## config.mk

```make
export PLATFORM = sky130hd
export DESIGN_NAME = reg_files
export DESIGN_NICKNAME = d
export VERILOG_FILES = /design/src/rtl/regfile_pkg.sv /design/src/rtl/regfile_rdport.sv /design/src/rtl/reg_files.sv
export SDC_FILE = /design/constraint.sdc
export NUM_CORES = 2
export LEC_CHECK = 0
export CAP_MARGIN = 5
export CORE_ASPECT_RATIO = 0.75
export CORE_MARGIN = 1.5
export CORE_UTILIZATION = 55
export DETAILED_ROUTE_END_ITERATION = 8
export HOLD_SLACK_MARGIN = 0.06
export PLACE_DENSITY = 0.73
export SYNTH_ARGS = -nofsm -noshare
export SYNTH_HDL_FRONTEND = slang
export SYNTH_SLANG_ARGS = --single-unit
```

## constraint.sdc

```tcl
create_clock -name clk -period 4.3 [get_ports clk]
set_clock_uncertainty 0.2 [all_clocks]
set_input_delay 1.29 -clock clk [delete_from_list [all_inputs] [get_ports clk]]
set_output_delay 1.29 -clock clk [all_outputs]
set_load 0.01 [all_outputs]
```

## src/rtl/regfile_pkg.sv

```systemverilog
// rtl/regfile_pkg.sv - shared widths, types and named indices for the register file
package regfile_pkg;

  localparam int DATA_W = 32;
  localparam int ADDR_W = 5;

  typedef logic [ADDR_W-1:0] reg_addr_t;
  typedef logic [DATA_W-1:0] word_t;

  localparam reg_addr_t REG_ZERO = reg_addr_t'(0);
  localparam reg_addr_t REG_RA   = reg_addr_t'(31);

endpackage

```

## src/rtl/regfile_rdport.sv

```systemverilog
// rtl/regfile_rdport.sv - combinational read mux that forces register 0 to zero
module regfile_rdport
  import regfile_pkg::*;
#(
  parameter int DATA_W = regfile_pkg::DATA_W,
  parameter int ADDR_W = regfile_pkg::ADDR_W,
  parameter int NREGS  = 2 ** ADDR_W
) (
  input  logic [ADDR_W-1:0] addr,
  input  logic [DATA_W-1:0] regs [NREGS],
  output logic [DATA_W-1:0] data
);

  // r0 is hardwired zero regardless of what the storage array holds
  always_comb begin
    data = '0;
    if (addr != ADDR_W'(REG_ZERO)) begin
      data = regs[addr];
    end
  end

endmodule

```

## src/rtl/reg_files.sv

```systemverilog
// rtl/reg_files.sv - 32x32 MIPS register file, two async read ports, one sync write port
module reg_files
  import regfile_pkg::*;
#(
  parameter int DATA_W = regfile_pkg::DATA_W,
  parameter int ADDR_W = regfile_pkg::ADDR_W,
  parameter int NREGS  = 2 ** ADDR_W
) (
  input  logic              clk,
  input  logic              aclr,
  input  logic [ADDR_W-1:0] addr_a,
  input  logic [ADDR_W-1:0] addr_b,
  input  logic [ADDR_W-1:0] addr_w,
  input  logic              wren,
  input  logic [DATA_W-1:0] data_w,
  output logic [DATA_W-1:0] data_a,
  output logic [DATA_W-1:0] data_b
);

  logic [DATA_W-1:0] gpregs [NREGS];

  // Reset clears everything and wins over a same-edge write; r0 is never written
  always_ff @(posedge clk) begin
    if (aclr) begin
      for (int i = 0; i < NREGS; i++) begin
        gpregs[i] <= '0;
      end
    end else if (wren && (addr_w != ADDR_W'(REG_ZERO))) begin
      gpregs[addr_w] <= data_w;
    end
  end

  // No write-to-read bypass: reads see the array as it stood before the edge
  regfile_rdport #(.DATA_W(DATA_W), .ADDR_W(ADDR_W), .NREGS(NREGS)) u_rdport_a (
    .addr (addr_a),
    .regs (gpregs),
    .data (data_a)
  );

  regfile_rdport #(.DATA_W(DATA_W), .ADDR_W(ADDR_W), .NREGS(NREGS)) u_rdport_b (
    .addr (addr_b),
    .regs (gpregs),
    .data (data_b)
  );

endmodule

```

==> results.json <==
{
  "gr-usage-all-layers_pct": 43.89,
  "layout.nets": 6173,
  "clkLatencyLatePin_ps": 710,
  "grt_max_degree": 129,
  "hold_ws_ps": 268.0,
  "place_congestion": 0.9988,
  "cts_buffers": 99,
  "synthAoiAreaFrac_pct": 14.35,
  "top_power_group": "clock",
  "routed.top_layer": "met5",
  "power_frac_clock_pct": 44.4,
  "dieHeight_um": 268.8,
  "cts_root_buf": "clkbuf_16",
  "postCtsSetupRepairBufs": 103,
  "critPathBufInv": 3,
  "synthFlopType": "dfxtp_1",
  "postPlaceCellArea_mm2": 0.05752,
  "grt-busiest-layer": "met2",
  "cp_max_fo": 14,
  "fin_ws_ps": -411.1,
  "syn_nets": 5883,
  "die_w_um": 357.3,
  "nFillCells": 6409,
  "swShare_pct": 25.73,
  "antenna_found_initial": 11,
  "via_per_inst": 6.970,
  "clockBufferCount": 140,
  "p_sw_uw": 5717,
  "endpoint_kind": "output port",
  "synth_cell_types": 42,
  "adder_share_pct": 0,
  "wl_met1_mm": 71.32,
  "die_area_mm2": 0.09603,
  "pg_seq_uw": 9610,
  "dp_hpwl_mm": 129.3,
  "min_period_ps": 4711,
  "fmax_mhz": 212.3,
  "regArea_mm2": 0.02050,
  "regMostFlops": "gpregs",
  "p_int_uw": 16510,
  "powerClk_uw": 9860,
  "edf_count": 0,
  "clock_area_share_pct": 5.504,
  "utilization_pct": 70.35,
  "hold_depth": 2,
  "topCombFamilyByArea": "multiplexers",
  "seqPwrFrac_pct": 43.2,
  "wl_met3_mm": 39.06,
  "fin_cells": 7451,
  "setup_viol": 64,
  "buffers_excl_clock": 810,
  "top_regs": "gpregs (1024)",
  "rr_startpoint": "gpregs[928]",
  "drv_slew": 0,
  "pg_comb_uw": 2760,
  "top_cell": "nand2_1",
  "warning_count": 38,
  "taps": 1237,
  "fp_util_pct": 55.49,
  "cts_buffer_depth": 3,
  "status": "finished, violations left",
  "violations": "negative setup slack",
  "r2r_setup_slack_ps": 3300,
  "slowest_delay_ps": 760,
  "n_all_inverters": 2,
  "hp-start": "gpregs[284]",
  "seq_area_share_pct": 31.22,
  "top_area_cell": "dfxtp_1",
  "final_area_mm2": 0.06565,
  "final_layout_top_logic_cells": "2,028 x nand2_1, 1,024 x dfxtp_1, 992 x a21oi_1",
  "preCtsSetupSlack_ps": -1157,
  "sh_comb_area_pct": 47.05,
  "final_common_cell": "nand2_1"
}
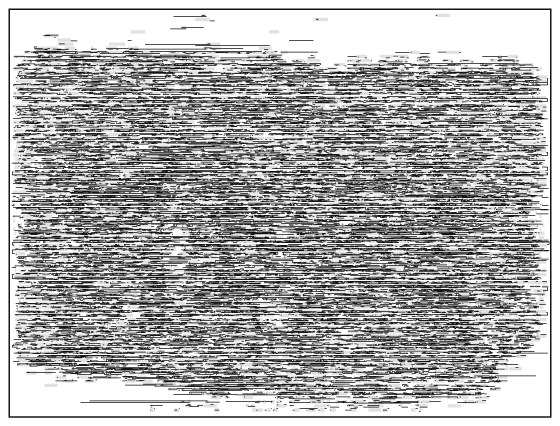
(M1 wires)
Cells faint in the background.
The wires run mostly horizontal. The layer holds 33% of the routed length. The layer carries 71.3 mm of wire. 5,819 nets have wire on it.
final wirelength: 219.0 mm
vias: 51.93k
GR Util met1: 55.11%

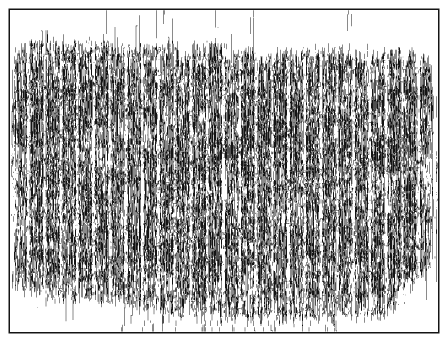
(signal wires on met2)
The layer holds 41% of the routed length. The wires run mostly vertical. The longest straight run is 87.7 µm.
GRT met2 Usage: 62.31%

